--- config.mk ---
export PLATFORM = sky130hd
export DESIGN_NAME = interconnect_write_addr_channel_flat
export DESIGN_NICKNAME = d
export VERILOG_FILES = /design/src/rtl/interconnect_write_addr_channel_pkg.sv /design/src/rtl/interconnect_write_addr_channel_if.sv /design/src/rtl/interconnect_addr_hold_fifo.sv /design/src/rtl/interconnect_write_addr_channel.sv /design/src/flat_wrapper.sv
export SDC_FILE = /design/constraint.sdc
export NUM_CORES = 1
export LEC_CHECK = 0
export CORE_UTILIZATION = 30
export CTS_CLUSTER_DIAMETER = 60
export DETAILED_ROUTE_END_ITERATION = 10
export GPL_TIMING_DRIVEN = 0
export SLEW_MARGIN = 20
export SYNTH_ARGS = -nofsm -noshare
export SYNTH_HDL_FRONTEND = slang
export SYNTH_SLANG_ARGS = --single-unit
--- constraint.sdc ---
create_clock -name clock -period 4.05 [get_ports clock]
set_clock_uncertainty 0.05 [all_clocks]
set_input_delay 0.81 -clock clock [delete_from_list [all_inputs] [get_ports clock]]
set_output_delay 0.81 -clock clock [all_outputs]
set_load 0.01 [all_outputs]
--- src/rtl/interconnect_write_addr_channel_pkg.sv ---
// Shared definitions for the two-master write-address interconnect:
// arbiter state encoding, slave-select width and beat-counter width.
package interconnect_write_addr_channel_pkg;

  typedef enum logic [3:0] {
    M0_PRI_IDLE   = 4'b0001,
    M1_PRI_IDLE   = 4'b0010,
    M0_WAIT_READY = 4'b0100,
    M1_WAIT_READY = 4'b1000
  } arb_state_e;

  localparam int SEL_W  = 2;
  localparam int BEAT_W = 8;

  // Top address bits pick one of four slaves.
  function automatic logic [3:0] slave_onehot(input logic [SEL_W-1:0] sel);
    return 4'b0001 << sel;
  endfunction

endpackage

--- src/rtl/interconnect_write_addr_channel_if.sv ---
// AW-channel bundle between two masters, four slaves and the write data channel.
// Modport slave is the interconnect view; modport master is the surrounding system.
interface interconnect_write_addr_channel_if #(
  parameter int AWIDTH  = 32,
  parameter int IDWIDTH = 4
);

  logic               AWVALID_M0;
  logic [AWIDTH-1:0]  AWADDR_M0;
  logic [IDWIDTH-1:0] AWID_M0;
  logic [7:0]         AWLEN_M0;
  logic [2:0]         AWSIZE_M0;
  logic [1:0]         AWBURST_M0;
  logic               AWREADY_M0;

  logic               AWVALID_M1;
  logic [AWIDTH-1:0]  AWADDR_M1;
  logic [IDWIDTH-1:0] AWID_M1;
  logic [7:0]         AWLEN_M1;
  logic [2:0]         AWSIZE_M1;
  logic [1:0]         AWBURST_M1;
  logic               AWREADY_M1;

  logic AWVALID_S0, AWVALID_S1, AWVALID_S2, AWVALID_S3;
  logic AWREADY_S0, AWREADY_S1, AWREADY_S2, AWREADY_S3;
  logic [AWIDTH-1:0]  AWADDR_S;
  logic [IDWIDTH:0]   AWID_S;
  logic [7:0]         AWLEN_S;
  logic [2:0]         AWSIZE_S;
  logic [1:0]         AWBURST_S;

  logic [1:0]         wrDataChanGrant;
  logic [AWIDTH-1:0]  wrDataChanAddr;
  logic               wrAddrErr;

  modport slave (
    input  AWVALID_M0, AWADDR_M0, AWID_M0, AWLEN_M0, AWSIZE_M0, AWBURST_M0,
    input  AWVALID_M1, AWADDR_M1, AWID_M1, AWLEN_M1, AWSIZE_M1, AWBURST_M1,
    output AWREADY_M0, AWREADY_M1,
    output AWVALID_S0, AWVALID_S1, AWVALID_S2, AWVALID_S3,
    input  AWREADY_S0, AWREADY_S1, AWREADY_S2, AWREADY_S3,
    output AWADDR_S, AWID_S, AWLEN_S, AWSIZE_S, AWBURST_S,
    input  wrDataChanGrant,
    output wrDataChanAddr, wrAddrErr
  );

  modport master (
    output AWVALID_M0, AWADDR_M0, AWID_M0, AWLEN_M0, AWSIZE_M0, AWBURST_M0,
    output AWVALID_M1, AWADDR_M1, AWID_M1, AWLEN_M1, AWSIZE_M1, AWBURST_M1,
    input  AWREADY_M0, AWREADY_M1,
    input  AWVALID_S0, AWVALID_S1, AWVALID_S2, AWVALID_S3,
    output AWREADY_S0, AWREADY_S1, AWREADY_S2, AWREADY_S3,
    input  AWADDR_S, AWID_S, AWLEN_S, AWSIZE_S, AWBURST_S,
    output wrDataChanGrant,
    input  wrDataChanAddr, wrAddrErr
  );

endinterface

--- src/rtl/interconnect_addr_hold_fifo.sv ---
// Per-master queue of accepted burst {address, length} awaiting their data beats.
// DEPTH must be a power of two, at least 2.
module interconnect_addr_hold_fifo #(
  parameter int AWIDTH = 32,
  parameter int DEPTH  = 4,
  parameter int LEN_W  = 8
) (
  input  logic              clock,
  input  logic              reset,
  input  logic              push,
  input  logic [AWIDTH-1:0] push_addr,
  input  logic [LEN_W-1:0]  push_len,
  input  logic              pop,
  output logic              full,
  output logic              empty,
  output logic [AWIDTH-1:0] head_addr,
  output logic [LEN_W-1:0]  head_len
);

  localparam int PTR_W = $clog2(DEPTH);

  logic [PTR_W:0]    wr_ptr, rd_ptr;
  logic [AWIDTH-1:0] addr_mem [DEPTH];
  logic [LEN_W-1:0]  len_mem  [DEPTH];
  logic              do_push, do_pop;

  // Extra pointer bit separates full from empty when the indices match.
  assign empty   = (wr_ptr == rd_ptr);
  assign full    = (wr_ptr[PTR_W] != rd_ptr[PTR_W]) &&
                   (wr_ptr[PTR_W-1:0] == rd_ptr[PTR_W-1:0]);
  assign do_pop  = pop & ~empty;
  assign do_push = push & (~full | do_pop);

  assign head_addr = addr_mem[rd_ptr[PTR_W-1:0]];
  assign head_len  = len_mem[rd_ptr[PTR_W-1:0]];

  always_ff @(posedge clock or posedge reset) begin
    if (reset) begin
      wr_ptr <= '0;
      rd_ptr <= '0;
    end else begin
      if (do_push) wr_ptr <= wr_ptr + 1'b1;
      if (do_pop)  rd_ptr <= rd_ptr + 1'b1;
    end
  end

  always_ff @(posedge clock) begin
    if (do_push) begin
      addr_mem[wr_ptr[PTR_W-1:0]] <= push_addr;
      len_mem[wr_ptr[PTR_W-1:0]]  <= push_len;
    end
  end

endmodule

--- src/rtl/interconnect_write_addr_channel.sv ---
// Two-master, four-slave write-address interconnect with round-robin arbitration
// and per-master address hold queues feeding the write data channel.
module interconnect_write_addr_channel
  import interconnect_write_addr_channel_pkg::*;
#(
  parameter int AWIDTH  = 32,
  parameter int IDWIDTH = 4,
  parameter int HDEPTH  = 4
) (
  input logic clock,
  input logic reset,
  interconnect_write_addr_channel_if.slave aw
);

  arb_state_e         state;
  logic [1:0]         awready_m;
  logic [3:0]         awvalid_s;
  logic [AWIDTH-1:0]  bus_addr;
  logic [IDWIDTH:0]   bus_id;
  logic [7:0]         bus_len;
  logic [2:0]         bus_size;
  logic [1:0]         bus_burst;

  logic [3:0]         awready_s;
  logic               slv_hs;
  logic [1:0]         full, empty, push, gnt, pop;
  logic               req0, req1;
  logic               grant_valid, grant_m;

  logic [AWIDTH-1:0]  m_addr;
  logic [IDWIDTH-1:0] m_id;
  logic [7:0]         m_len;
  logic [2:0]         m_size;
  logic [1:0]         m_burst;

  logic [AWIDTH-1:0]  head_addr [2];
  logic [BEAT_W-1:0]  head_len  [2];
  logic [BEAT_W-1:0]  beat_cnt  [2];
  logic               addr_err;
  logic [AWIDTH-1:0]  data_addr;

  assign awready_s = {aw.AWREADY_S3, aw.AWREADY_S2, aw.AWREADY_S1, aw.AWREADY_S0};
  assign slv_hs    = |(awvalid_s & awready_s);

  // A master still seeing its accept pulse is retiring the request just taken.
  assign req0 = aw.AWVALID_M0 & ~awready_m[0] & ~full[0];
  assign req1 = aw.AWVALID_M1 & ~awready_m[1] & ~full[1];

  always_comb begin
    grant_valid = 1'b0;
    grant_m     = 1'b0;
    unique case (state)
      M0_PRI_IDLE: begin
        if (req0)      begin grant_valid = 1'b1; grant_m = 1'b0; end
        else if (req1) begin grant_valid = 1'b1; grant_m = 1'b1; end
      end
      M1_PRI_IDLE: begin
        if (req1)      begin grant_valid = 1'b1; grant_m = 1'b1; end
        else if (req0) begin grant_valid = 1'b1; grant_m = 1'b0; end
      end
      default: ;
    endcase
  end

  assign m_addr  = grant_m ? aw.AWADDR_M1  : aw.AWADDR_M0;
  assign m_id    = grant_m ? aw.AWID_M1    : aw.AWID_M0;
  assign m_len   = grant_m ? aw.AWLEN_M1   : aw.AWLEN_M0;
  assign m_size  = grant_m ? aw.AWSIZE_M1  : aw.AWSIZE_M0;
  assign m_burst = grant_m ? aw.AWBURST_M1 : aw.AWBURST_M0;

  always_ff @(posedge clock or posedge reset) begin
    if (reset) begin
      state     <= M0_PRI_IDLE;
      awready_m <= 2'b00;
      awvalid_s <= 4'b0000;
      bus_addr  <= '0;
      bus_id    <= '0;
      bus_len   <= '0;
      bus_size  <= '0;
      bus_burst <= '0;
    end else begin
      awready_m <= 2'b00;
      unique case (state)
        M0_PRI_IDLE, M1_PRI_IDLE: begin
          if (grant_valid) begin
            bus_addr  <= m_addr;
            bus_id    <= {grant_m, m_id};
            bus_len   <= m_len;
            bus_size  <= m_size;
            bus_burst <= m_burst;
            awvalid_s <= slave_onehot(m_addr[AWIDTH-1 -: SEL_W]);
            state     <= grant_m ? M1_WAIT_READY : M0_WAIT_READY;
          end
        end
        M0_WAIT_READY: begin
          if (slv_hs) begin
            awvalid_s    <= 4'b0000;
            awready_m[0] <= 1'b1;
            state        <= M1_PRI_IDLE;
          end
        end
        M1_WAIT_READY: begin
          if (slv_hs) begin
            awvalid_s    <= 4'b0000;
            awready_m[1] <= 1'b1;
            state        <= M0_PRI_IDLE;
          end
        end
        default: state <= M0_PRI_IDLE;
      endcase
    end
  end

  // The accepted burst is still on the shared bus at the handshake edge.
  assign push[0] = (state == M0_WAIT_READY) & slv_hs;
  assign push[1] = (state == M1_WAIT_READY) & slv_hs;

  interconnect_addr_hold_fifo #(.AWIDTH(AWIDTH), .DEPTH(HDEPTH), .LEN_W(BEAT_W)) u_hold_m0 (
    .clock     (clock),
    .reset     (reset),
    .push      (push[0]),
    .push_addr (bus_addr),
    .push_len  (bus_len),
    .pop       (pop[0]),
    .full      (full[0]),
    .empty     (empty[0]),
    .head_addr (head_addr[0]),
    .head_len  (head_len[0])
  );

  interconnect_addr_hold_fifo #(.AWIDTH(AWIDTH), .DEPTH(HDEPTH), .LEN_W(BEAT_W)) u_hold_m1 (
    .clock     (clock),
    .reset     (reset),
    .push      (push[1]),
    .push_addr (bus_addr),
    .push_len  (bus_len),
    .pop       (pop[1]),
    .full      (full[1]),
    .empty     (empty[1]),
    .head_addr (head_addr[1]),
    .head_len  (head_len[1])
  );

  // Grant 2'b11 is not one-hot and is ignored entirely.
  assign gnt[0] = (aw.wrDataChanGrant == 2'b01);
  assign gnt[1] = (aw.wrDataChanGrant == 2'b10);

  always_comb begin
    pop = 2'b00;
    for (int m = 0; m < 2; m++)
      pop[m] = gnt[m] & ~empty[m] & (beat_cnt[m] == head_len[m]);
  end

  always_ff @(posedge clock or posedge reset) begin
    if (reset) begin
      beat_cnt[0] <= '0;
      beat_cnt[1] <= '0;
      addr_err    <= 1'b0;
    end else begin
      for (int m = 0; m < 2; m++) begin
        if (gnt[m] & ~empty[m])
          beat_cnt[m] <= pop[m] ? '0 : beat_cnt[m] + 1'b1;
      end
      if (|(gnt & empty)) addr_err <= 1'b1;
    end
  end

  always_comb begin
    data_addr = '0;
    if (gnt[0] & ~empty[0])      data_addr = head_addr[0];
    else if (gnt[1] & ~empty[1]) data_addr = head_addr[1];
  end

  assign aw.AWREADY_M0     = awready_m[0];
  assign aw.AWREADY_M1     = awready_m[1];
  assign aw.AWVALID_S0     = awvalid_s[0];
  assign aw.AWVALID_S1     = awvalid_s[1];
  assign aw.AWVALID_S2     = awvalid_s[2];
  assign aw.AWVALID_S3     = awvalid_s[3];
  assign aw.AWADDR_S       = bus_addr;
  assign aw.AWID_S         = bus_id;
  assign aw.AWLEN_S        = bus_len;
  assign aw.AWSIZE_S       = bus_size;
  assign aw.AWBURST_S      = bus_burst;
  assign aw.wrDataChanAddr = data_addr;
  assign aw.wrAddrErr      = addr_err;

endmodule

--- src/flat_wrapper.sv ---
// flat-port wrapper written by rule: the top's interface ports become plain ports
module interconnect_write_addr_channel_flat import interconnect_write_addr_channel_pkg::*;
#(
  parameter int AWIDTH  = 32,
  parameter int IDWIDTH = 4,
  parameter int HDEPTH  = 4
)
  (clock, reset, aw_AWVALID_M0, aw_AWADDR_M0, aw_AWID_M0, aw_AWLEN_M0, aw_AWSIZE_M0, aw_AWBURST_M0, aw_AWVALID_M1, aw_AWADDR_M1, aw_AWID_M1, aw_AWLEN_M1, aw_AWSIZE_M1, aw_AWBURST_M1, aw_AWREADY_M0, aw_AWREADY_M1, aw_AWVALID_S0, aw_AWVALID_S1, aw_AWVALID_S2, aw_AWVALID_S3, aw_AWREADY_S0, aw_AWREADY_S1, aw_AWREADY_S2, aw_AWREADY_S3, aw_AWADDR_S, aw_AWID_S, aw_AWLEN_S, aw_AWSIZE_S, aw_AWBURST_S, aw_wrDataChanGrant, aw_wrDataChanAddr, aw_wrAddrErr);
  interconnect_write_addr_channel_if #(.AWIDTH(AWIDTH), .IDWIDTH(IDWIDTH)) aw_i ();
  input logic clock;
  input logic reset;
  input wire logic [$bits(aw_i.AWVALID_M0)-1:0] aw_AWVALID_M0;
  input wire logic [$bits(aw_i.AWADDR_M0)-1:0] aw_AWADDR_M0;
  input wire logic [$bits(aw_i.AWID_M0)-1:0] aw_AWID_M0;
  input wire logic [$bits(aw_i.AWLEN_M0)-1:0] aw_AWLEN_M0;
  input wire logic [$bits(aw_i.AWSIZE_M0)-1:0] aw_AWSIZE_M0;
  input wire logic [$bits(aw_i.AWBURST_M0)-1:0] aw_AWBURST_M0;
  input wire logic [$bits(aw_i.AWVALID_M1)-1:0] aw_AWVALID_M1;
  input wire logic [$bits(aw_i.AWADDR_M1)-1:0] aw_AWADDR_M1;
  input wire logic [$bits(aw_i.AWID_M1)-1:0] aw_AWID_M1;
  input wire logic [$bits(aw_i.AWLEN_M1)-1:0] aw_AWLEN_M1;
  input wire logic [$bits(aw_i.AWSIZE_M1)-1:0] aw_AWSIZE_M1;
  input wire logic [$bits(aw_i.AWBURST_M1)-1:0] aw_AWBURST_M1;
  output wire logic [$bits(aw_i.AWREADY_M0)-1:0] aw_AWREADY_M0;
  output wire logic [$bits(aw_i.AWREADY_M1)-1:0] aw_AWREADY_M1;
  output wire logic [$bits(aw_i.AWVALID_S0)-1:0] aw_AWVALID_S0;
  output wire logic [$bits(aw_i.AWVALID_S1)-1:0] aw_AWVALID_S1;
  output wire logic [$bits(aw_i.AWVALID_S2)-1:0] aw_AWVALID_S2;
  output wire logic [$bits(aw_i.AWVALID_S3)-1:0] aw_AWVALID_S3;
  input wire logic [$bits(aw_i.AWREADY_S0)-1:0] aw_AWREADY_S0;
  input wire logic [$bits(aw_i.AWREADY_S1)-1:0] aw_AWREADY_S1;
  input wire logic [$bits(aw_i.AWREADY_S2)-1:0] aw_AWREADY_S2;
  input wire logic [$bits(aw_i.AWREADY_S3)-1:0] aw_AWREADY_S3;
  output wire logic [$bits(aw_i.AWADDR_S)-1:0] aw_AWADDR_S;
  output wire logic [$bits(aw_i.AWID_S)-1:0] aw_AWID_S;
  output wire logic [$bits(aw_i.AWLEN_S)-1:0] aw_AWLEN_S;
  output wire logic [$bits(aw_i.AWSIZE_S)-1:0] aw_AWSIZE_S;
  output wire logic [$bits(aw_i.AWBURST_S)-1:0] aw_AWBURST_S;
  input wire logic [$bits(aw_i.wrDataChanGrant)-1:0] aw_wrDataChanGrant;
  output wire logic [$bits(aw_i.wrDataChanAddr)-1:0] aw_wrDataChanAddr;
  output wire logic [$bits(aw_i.wrAddrErr)-1:0] aw_wrAddrErr;
  assign aw_i.AWVALID_M0 = aw_AWVALID_M0;
  assign aw_i.AWADDR_M0 = aw_AWADDR_M0;
  assign aw_i.AWID_M0 = aw_AWID_M0;
  assign aw_i.AWLEN_M0 = aw_AWLEN_M0;
  assign aw_i.AWSIZE_M0 = aw_AWSIZE_M0;
  assign aw_i.AWBURST_M0 = aw_AWBURST_M0;
  assign aw_i.AWVALID_M1 = aw_AWVALID_M1;
  assign aw_i.AWADDR_M1 = aw_AWADDR_M1;
  assign aw_i.AWID_M1 = aw_AWID_M1;
  assign aw_i.AWLEN_M1 = aw_AWLEN_M1;
  assign aw_i.AWSIZE_M1 = aw_AWSIZE_M1;
  assign aw_i.AWBURST_M1 = aw_AWBURST_M1;
  assign aw_AWREADY_M0 = aw_i.AWREADY_M0;
  assign aw_AWREADY_M1 = aw_i.AWREADY_M1;
  assign aw_AWVALID_S0 = aw_i.AWVALID_S0;
  assign aw_AWVALID_S1 = aw_i.AWVALID_S1;
  assign aw_AWVALID_S2 = aw_i.AWVALID_S2;
  assign aw_AWVALID_S3 = aw_i.AWVALID_S3;
  assign aw_i.AWREADY_S0 = aw_AWREADY_S0;
  assign aw_i.AWREADY_S1 = aw_AWREADY_S1;
  assign aw_i.AWREADY_S2 = aw_AWREADY_S2;
  assign aw_i.AWREADY_S3 = aw_AWREADY_S3;
  assign aw_AWADDR_S = aw_i.AWADDR_S;
  assign aw_AWID_S = aw_i.AWID_S;
  assign aw_AWLEN_S = aw_i.AWLEN_S;
  assign aw_AWSIZE_S = aw_i.AWSIZE_S;
  assign aw_AWBURST_S = aw_i.AWBURST_S;
  assign aw_i.wrDataChanGrant = aw_wrDataChanGrant;
  assign aw_wrDataChanAddr = aw_i.wrDataChanAddr;
  assign aw_wrAddrErr = aw_i.wrAddrErr;
  interconnect_write_addr_channel #(.AWIDTH(AWIDTH), .IDWIDTH(IDWIDTH), .HDEPTH(HDEPTH)) u_core (.clock(clock), .reset(reset), .aw(aw_i));
endmodule
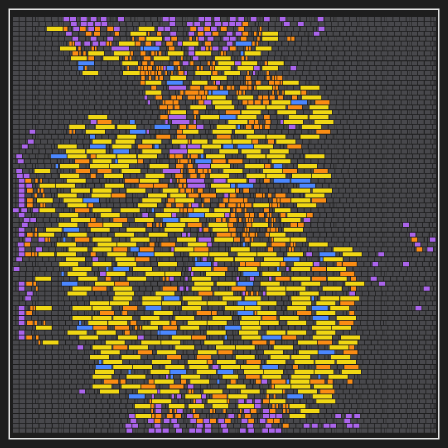
*Cells coloured by class*
Fill, decap, tap and diode cells in grey.
Key: yellow = flip-flops [cells 409, share of their area 58%]; blue = clock drivers and dummy loads [cells 81, share of their area 6.8%]; orange = all other logic [cells 482, share of their area 23%]; purple = other buffers and delay cells [cells 255, share of their area 13%]

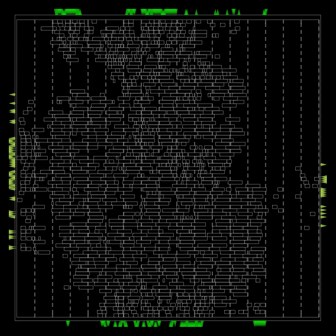
*Placement view*
core area: 54300 sq um
flop share of the area: 0.554

==> results.txt <==
dominant register cell = edfxtp_1
syn nets = 1056
most frequent logic cell in the layout = edfxtp_1
sequential power = 0.00604 W
CP required = 3.19 ns
commonest cells in the netlist = 320 x edfxtp_1, 88 x dfrtp_1, 76 x mux4_2, 66 x nand2_1, 61 x mux2i_1
Sequential Power Share = 0.466
Mapped Area = 16700 sq um
status = finished, final reports clean
DRC = 0
Die ar. = 56500 sq um
Yosys cell types = 61
first drt pass iteration count = 4
fmax = 253 MHz
WL met3 = 1740 um
NetSw = 0.00386 W
Filler Cell Count = 4996
met3 usage = 0.0230
Crit path arrival time = 3.10 ns
Basic Gates by Area = 0.0411
Max-area cell share = 0.577
met2 wire len = 20600 um
Max Root-Sink Buffers = 3
Initial DRC Count = 565
cts hold-fix bufs = 0
internal power = 0.00910 W
Flops = 409
Tap Cells = 739
Worst Tran Pin Value = 0.919 ns
initial antenna violation count = 0
Crit. End Element = output port
final hold violation count = 0
Final Power = 0.0130 W
routability-driven placement congestion ratio = 0.769
Synth top cell by count = edfxtp_1
buffers and inverters on the worst path = 3
H-Tree Depth = 2
largest delay contributor family on the critical path = buffers and inverters
dpl hpwl = 27000 um
Ports = 197
CP dominant cell by count = clkdlybuf4s50_1
Final Util = 0.393
critical path peak fanout = 10
R2R cell count = 10
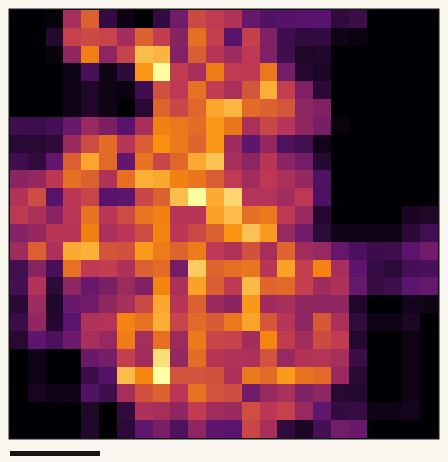
*Routed metal per tile*
Bar = 50 um. The die is cut into 24 by 24 equal tiles; black is low, pale yellow is high, scaled to the fullest tile. Values are wire area over tile area, all layers added.
30% of the tiles are over half the peak. The emptiest ninth of the die: upper right. The mean over all tiles is 0.11. The fullest tile reaches 0.33. 21% of the tiles are nearly empty. The densest ninth of the die: centre.
DR vias: 9260
Total GRT Usage: 0.145
wire per inst: 20.8 um

-- worst paths after layout --
path,from,slack [ns],to
min reg2reg,u_core.aw.AWID_S[4],0.43,u_core.aw.AWID_S[4]
max,aw_wrDataChanGrant[0],0.09,aw_wrDataChanAddr[28]
max in group asynchronous,reset,2.75,u_core.aw.AWADDR_S[5]
min,u_core.aw.AWID_S[4],0.43,u_core.aw.AWID_S[4]
max reg2reg,u_core.u_hold_m0.rd_ptr[1],0.69,u_core.u_hold_m0.addr_mem[1][19]
min in group asynchronous,reset,0.53,u_core.aw.AWADDR_S[28]
Power is estimated from default activity; no workload was simulated.
